[src/rtl/mc_pkg.sv]
// Shared types and encodings for the multicycle MIPS sequencer.
package mc_pkg;

  typedef enum logic [3:0] {
    FETCH   = 4'd0,
    DECODE  = 4'd1,
    MEMADR  = 4'd2,
    MEMRD   = 4'd3,
    MEMWB   = 4'd4,
    MEMWR   = 4'd5,
    RTEXE   = 4'd6,
    RTWB    = 4'd7,
    ADDIEXE = 4'd8,
    ADDIWB  = 4'd9,
    BRANCH  = 4'd10,
    JUMP    = 4'd11
  } state_t;

  localparam logic [5:0] OP_RTYPE = 6'b000000;
  localparam logic [5:0] OP_LW    = 6'b100011;
  localparam logic [5:0] OP_SW    = 6'b101011;
  localparam logic [5:0] OP_BEQ   = 6'b000100;
  localparam logic [5:0] OP_BNE   = 6'b000101;
  localparam logic [5:0] OP_ADDI  = 6'b001000;
  localparam logic [5:0] OP_J     = 6'b000010;
  localparam logic [5:0] OP_JAL   = 6'b000011;

  localparam logic [3:0] ALU_ADD   = 4'b0000;
  localparam logic [3:0] ALU_SUB   = 4'b0001;
  localparam logic [3:0] ALU_FUNCT = 4'b0010;

  localparam logic [1:0] SRCB_B      = 2'b00;
  localparam logic [1:0] SRCB_FOUR   = 2'b01;
  localparam logic [1:0] SRCB_IMM    = 2'b10;
  localparam logic [1:0] SRCB_IMM_SH = 2'b11;

  localparam logic [1:0] PCSRC_ALU    = 2'b00;
  localparam logic [1:0] PCSRC_ALUOUT = 2'b01;
  localparam logic [1:0] PCSRC_JUMP   = 2'b10;

  localparam logic [1:0] M2R_ALUOUT = 2'b00;
  localparam logic [1:0] M2R_MDR    = 2'b01;
  localparam logic [1:0] M2R_PC     = 2'b10;

  localparam logic [1:0] RDST_RT = 2'b00;
  localparam logic [1:0] RDST_RD = 2'b01;
  localparam logic [1:0] RDST_RA = 2'b10;

  function automatic logic is_legal(input logic [5:0] op);
    case (op)
      OP_RTYPE, OP_LW, OP_SW, OP_BEQ, OP_BNE, OP_ADDI, OP_J, OP_JAL: is_legal = 1'b1;
      default: is_legal = 1'b0;
    endcase
  endfunction

  // Dispatch target leaving DECODE; unsupported opcodes restart at FETCH.
  function automatic state_t dispatch(input logic [5:0] op);
    case (op)
      OP_LW, OP_SW:   dispatch = MEMADR;
      OP_RTYPE:       dispatch = RTEXE;
      OP_ADDI:        dispatch = ADDIEXE;
      OP_BEQ, OP_BNE: dispatch = BRANCH;
      OP_J, OP_JAL:   dispatch = JUMP;
      default:        dispatch = FETCH;
    endcase
  endfunction

endpackage

[src/rtl/mc_control_out_decode.sv]
// Combinational map from sequencer state, effective opcode and memory handshake
// to every datapath select and strobe.
module mc_out_decode
  import mc_pkg::*;
(
  input  logic [3:0] state,
  input  logic [5:0] op,
  input  logic       mem_ready,
  output logic       PCWrite,
  output logic       PCWriteCond,
  output logic       PCWriteCondNe,
  output logic       IorD,
  output logic       MemRead,
  output logic       MemWrite,
  output logic       IRWrite,
  output logic [1:0] MemtoReg,
  output logic [1:0] RegDst,
  output logic       RegWrite,
  output logic       ALUSrcA,
  output logic [1:0] ALUSrcB,
  output logic [3:0] ALUOp,
  output logic [1:0] PCSource,
  output logic       instr_done,
  output logic       illegal
);

  state_t st;
  assign st = state_t'(state);

  always_comb begin
    PCWrite       = 1'b0;
    PCWriteCond   = 1'b0;
    PCWriteCondNe = 1'b0;
    IorD          = 1'b0;
    MemRead       = 1'b0;
    MemWrite      = 1'b0;
    IRWrite       = 1'b0;
    MemtoReg      = M2R_ALUOUT;
    RegDst        = RDST_RT;
    RegWrite      = 1'b0;
    ALUSrcA       = 1'b0;
    ALUSrcB       = SRCB_B;
    ALUOp         = ALU_ADD;
    PCSource      = PCSRC_ALU;
    instr_done    = 1'b0;
    illegal       = 1'b0;
    case (st)
      FETCH: begin
        MemRead = 1'b1;
        ALUSrcB = SRCB_FOUR;
        IRWrite = mem_ready;
        PCWrite = mem_ready;
      end
      DECODE: begin
        ALUSrcB = SRCB_IMM_SH;
        if (!is_legal(op)) begin
          illegal    = 1'b1;
          instr_done = 1'b1;
        end
      end
      MEMADR: begin
        ALUSrcA = 1'b1;
        ALUSrcB = SRCB_IMM;
      end
      MEMRD: begin
        MemRead = 1'b1;
        IorD    = 1'b1;
      end
      MEMWB: begin
        RegWrite   = 1'b1;
        MemtoReg   = M2R_MDR;
        instr_done = 1'b1;
      end
      MEMWR: begin
        MemWrite   = 1'b1;
        IorD       = 1'b1;
        instr_done = mem_ready;
      end
      RTEXE: begin
        ALUSrcA = 1'b1;
        ALUOp   = ALU_FUNCT;
      end
      RTWB: begin
        RegWrite   = 1'b1;
        RegDst     = RDST_RD;
        instr_done = 1'b1;
      end
      ADDIEXE: begin
        ALUSrcA = 1'b1;
        ALUSrcB = SRCB_IMM;
      end
      ADDIWB: begin
        RegWrite   = 1'b1;
        instr_done = 1'b1;
      end
      BRANCH: begin
        ALUSrcA       = 1'b1;
        ALUOp         = ALU_SUB;
        PCSource      = PCSRC_ALUOUT;
        PCWriteCond   = (op == OP_BEQ);
        PCWriteCondNe = (op == OP_BNE);
        instr_done    = 1'b1;
      end
      JUMP: begin
        PCWrite    = 1'b1;
        PCSource   = PCSRC_JUMP;
        instr_done = 1'b1;
        // jal links PC+4, which PC already holds after FETCH.
        if (op == OP_JAL) begin
          RegWrite = 1'b1;
          RegDst   = RDST_RA;
          MemtoReg = M2R_PC;
        end
      end
      default: ;
    endcase
  end

endmodule

[src/rtl/mc_control.sv]
// Multicycle MIPS sequencer: state and opcode registers plus next-state logic;
// output decode lives in mc_out_decode.
module mc_control
  import mc_pkg::*;
(
  input  logic       clock,
  input  logic       Reset,
  input  logic [5:0] opcode,
  input  logic       mem_ready,
  output logic       PCWrite,
  output logic       PCWriteCond,
  output logic       PCWriteCondNe,
  output logic       IorD,
  output logic       MemRead,
  output logic       MemWrite,
  output logic       IRWrite,
  output logic [1:0] MemtoReg,
  output logic [1:0] RegDst,
  output logic       RegWrite,
  output logic       ALUSrcA,
  output logic [1:0] ALUSrcB,
  output logic [3:0] ALUOp,
  output logic [1:0] PCSource,
  output logic       instr_done,
  output logic       illegal,
  output logic [3:0] state
);

  state_t     state_q, state_d;
  logic [5:0] op_q;
  logic [5:0] op_eff;

  logic pc_write_d, pc_cond_d, pc_cond_ne_d, mem_read_d, mem_write_d;
  logic ir_write_d, reg_write_d, done_d, illegal_d;

  always_ff @(posedge clock or negedge Reset) begin
    if (!Reset) begin
      state_q <= FETCH;
      op_q    <= '0;
    end else begin
      state_q <= state_d;
      if (state_q == DECODE) op_q <= opcode;
    end
  end

  always_comb begin
    state_d = state_q;
    case (state_q)
      FETCH:   if (mem_ready) state_d = DECODE;
      DECODE:  state_d = dispatch(opcode);
      MEMADR:  state_d = (op_q == OP_LW) ? MEMRD : MEMWR;
      MEMRD:   if (mem_ready) state_d = MEMWB;
      MEMWR:   if (mem_ready) state_d = FETCH;
      RTEXE:   state_d = RTWB;
      ADDIEXE: state_d = ADDIWB;
      MEMWB, RTWB, ADDIWB, BRANCH, JUMP: state_d = FETCH;
      default: state_d = FETCH;
    endcase
  end

  // DECODE sees the live opcode; every later state uses the latched copy.
  assign op_eff = (state_q == DECODE) ? opcode : op_q;

  mc_out_decode u_out_decode (
    .state         (state_q),
    .op            (op_eff),
    .mem_ready     (mem_ready),
    .PCWrite       (pc_write_d),
    .PCWriteCond   (pc_cond_d),
    .PCWriteCondNe (pc_cond_ne_d),
    .IorD          (IorD),
    .MemRead       (mem_read_d),
    .MemWrite      (mem_write_d),
    .IRWrite       (ir_write_d),
    .MemtoReg      (MemtoReg),
    .RegDst        (RegDst),
    .RegWrite      (reg_write_d),
    .ALUSrcA       (ALUSrcA),
    .ALUSrcB       (ALUSrcB),
    .ALUOp         (ALUOp),
    .PCSource      (PCSource),
    .instr_done    (done_d),
    .illegal       (illegal_d)
  );

  // Strobes are squashed combinationally so a reset mid-write takes effect at once.
  assign PCWrite       = Reset & pc_write_d;
  assign PCWriteCond   = Reset & pc_cond_d;
  assign PCWriteCondNe = Reset & pc_cond_ne_d;
  assign MemRead       = Reset & mem_read_d;
  assign MemWrite      = Reset & mem_write_d;
  assign IRWrite       = Reset & ir_write_d;
  assign RegWrite      = Reset & reg_write_d;
  assign instr_done    = Reset & done_d;
  assign illegal       = Reset & illegal_d;
  assign state         = state_q;

endmodule

[config.mk]
export PLATFORM = sky130hd
export DESIGN_NAME = mc_control
export DESIGN_NICKNAME = d
export VERILOG_FILES = /design/src/rtl/mc_pkg.sv /design/src/rtl/mc_control_out_decode.sv /design/src/rtl/mc_control.sv
export SDC_FILE = /design/constraint.sdc
export NUM_CORES = 1
export LEC_CHECK = 0
export CORE_MARGIN = 2
export CORE_UTILIZATION = 40
export CTS_BUF_LIST = sky130_fd_sc_hd__clkbuf_8
export CTS_CLUSTER_DIAMETER = 200
export DETAILED_ROUTE_END_ITERATION = 7
export DONT_BUFFER_PORTS = 1
export GPL_TIMING_DRIVEN = 0
export SLEW_MARGIN = 20
export SYNTH_ARGS = -nofsm -noshare
export SYNTH_HDL_FRONTEND = slang
export SYNTH_SLANG_ARGS = --single-unit
[constraint.sdc]
create_clock -name clock -period 2.15 [get_ports clock]
set_input_delay 0.43 -clock clock [delete_from_list [all_inputs] [get_ports clock]]
set_output_delay 0.43 -clock clock [all_outputs]
set_load 0.005 [all_outputs]
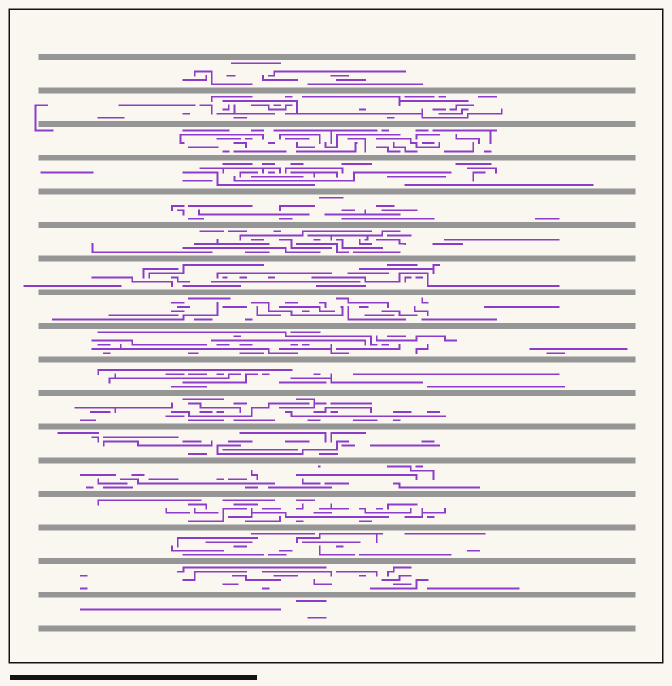
**Above:** the metal 1 layer.
Scale bar: 20 um. Supply wires on this layer in gray.
longest straight run: 16.6 um
main direction: horizontal
wire length on this layer: 1200 um
detailed-route wire length: 2914 um
met1 usage: 26.43%
vias post-DR: 1021

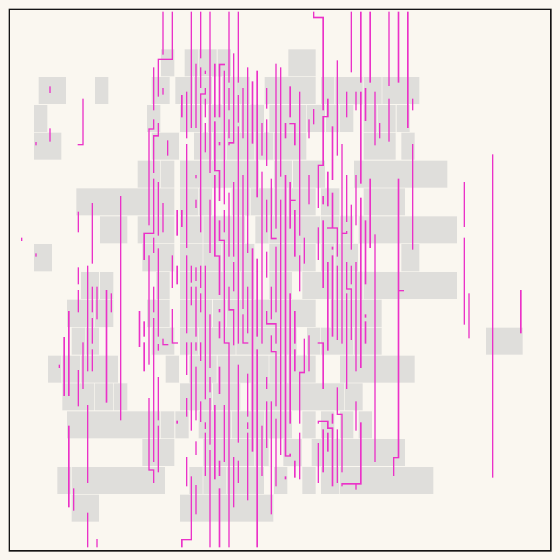
**Above:** signal wires on met2.
Cells faint in the background.
wire length on this layer: 1380 um
longest straight run: 31.5 um
main direction: vertical
nets with wire on the layer: 128
share of all routed wire: 47%
routing usage on met2: 36.25%

==> GITHUB_STEP_SUMMARY <==
### Flow metrics

| Metric | Value |
|---|---|
| CP max stage cell | dfrtp_1 |
| Worst Setup End Kind | primary output |
| Status | finished with violations |
| Final setup vio count | 4 |
| First-pass GRT wire length | 4623 um |
| Commonest Layout Cell | nand2_1 |
| Fin. Hold Viols | 0 |
| Final Worst Setup Slack | -63.70 ps |
| Async SR Flop Fraction | 100.0% |
| Commonest flop | dfrtp_1 |
| H-tree Lvls | 1 |
| Die Wd | 52.76 um |
| FF-to-FF path depth | 7 |
| Yosys warning count | 0 |
| Static leakage | 0.4928 nW |
| Clock Tree Root | clkbuf_8 |
| Violated checks | negative setup slack |
| Synth cell count leaders | nand2_1 (19), nor2_1 (14), a21oi_1 (10), dfrtp_1 (10), inv_1 (9) |
| Synth cell types | 41 |
| Worst-Margin Slew | 495.5 ps |
| Combinational Power Share | 53.4% |
| Layout area overhead | 21.84% |
| Seq pwr share | between 20% and 30% |
| Ys cells | 129 |
| Critical path's largest stage delay | 400 ps |
| RSZ-0062 raised after global routing | yes |
| Nets@finish | 150 |
| Reg2reg start | state[2] |
| Post-route design area | 1159 sq um |
| FF+latch count, synth | 10 |
| Minimum clock period | about 2200 ps |
| CP Depth | 6 |
| Flop area | 252.7 sq um |
| Total power | 0.001277 W |
| Clock power frac | 19.4% |
| DPL Wire Length | approximately 1900 um |
| CP Max Fanout | 4 |
| Crit path DAT | 1780 ps |
| Share of layout cells above drive strength 1 | 25.71% |
| Clock Sinks | 10 |
| Critical path buffers and inverters | 2 |
| Final hold slack | 298.5 ps |
| Floorplan utilization | 42.58% |
| Dpl cell area | 989.7 sq um |
| Via density | roughly 6.1 |
| Most numerous logic cells after layout | nand2_1 (19), nor2_1 (11), buf_4 (9), inv_1 (9) |
| Synth Seq Share | 26.32% |
| Most numerous cell in the Yosys netlist | nand2_1 |
| Avg Inst Size Synth | around 7.4 sq um |
| Biggest area cells | dfrtp_1 (26%), nand2_1 (7.5%), nor2_1 (5.5%), a21oi_1 (5.3%), o21ai_0 (3.7%) |
| Final Cycle Share | 103.0% |
| Tool warning count | 28 |
| Critical Path RT | 1720 ps |
| Layout Utilization | 51.88% |
| Clock slew at reported path FFs | 50 ps |
| Mapped Cells | 129 |
| Slew Limit Headroom | 66.85% |
| Hold Path Cell Cnt | 1 |
| DRT iter0 DRCs | roughly 50 |
| Core area | 2233 sq um |
| Yosys top cell by area | dfrtp_1 |
| Pre-antenna DRT Iters | 4 |
| Ports | 36 |
| Initial antenna violation count | 0 |
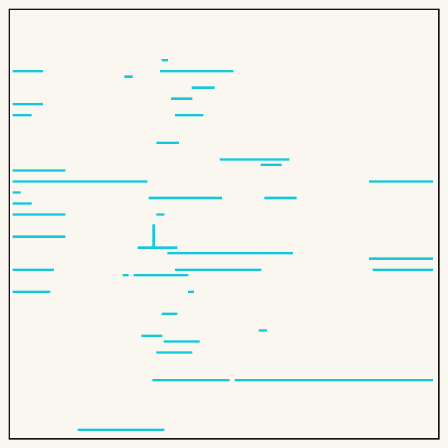
**Above:** signal wires on met3.
wire length on this layer: 219 um
main direction: horizontal
nets with wire on the layer: 30
longest straight run: 24.1 um
routing usage on met3: 5.429%

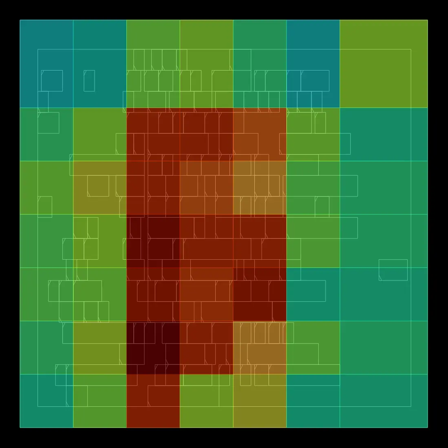
**Above:** congestion heat map.
total track usage: 22.84%
Top Usage Layer GRT: met2

metal layers:
layer / wire (um) / GRT usage [%] / vias up
met1: 1198 / 26.43 / 479
met5: 0 / 0 / -
li1: - / - / 473
met3: 218 / 5.429 / 13
met4: 119 / 16.67 / 0
met2: 1378 / 36.25 / 56
power by group through the flow:
| stage | clock network, W | registers (W) | logic [W] |
|---|---|---|---|
| after floorplan | 0 | 0.000318 | 0.000456 |
| after global placement | 0 | 0.000338 | 0.000541 |
| after detailed placement | 0 | 0.000342 | 0.000547 |
| after CTS | 0.000249 | 0.000344 | 0.000632 |
| after global routing | 0.000259 | 0.000358 | 0.000752 |
| final | 0.000247 | 0.000347 | 0.000683 |
kinds of logic after synthesis:
logic type / Yosys count / share of synthesized area, %
AND-OR/OR-AND: 28 / 18.95
XOR/XNOR: 2 / 1.842
buffers and inverters: 21 / 11.45
flip-flops: 10 / 26.32
multiplexers: 3 / 3.158
other: 1 / 0.3944
AND/OR/NAND/NOR: 64 / 37.89
sequential cells by signal, summed over array words and instances (netlist names):
name / flops
state: 4
op_q: 6
timing repair:
| item | 4_1_cts | 5_1_grt |
|---|---|---|
| endpoints found under the setup margin | 6 | 11 |
| setup buffers | 5 | 1 |
| pin swaps | 4 | 3 |
| hold endpoints to repair | 10 | 0 |
| hold buffers | 1 | 0 |
| resized | 7 | 12 |
through the flow:
stage	cells	setup TNS, ps	setup slack [ps]
finish	168	-175.2	-63.70
global route	168	-526.5	-169.4
CTS	167	-254.7	-86.49
detailed placement	158	0	66.06
global placement	158	0	64.70
floorplan	130	0	199.1
area by class of cell:
type                    count  share of cell area, %
multi-input cells          99                  55.72
well taps                  28                  3.024
plain buffers              11                  5.940
flip-flops and latches     10                  21.81
repair buffers              7                  5.832
inverters                   9                  2.916
clock buffers               4                  4.752
Power and IR drop assume default switching activity.
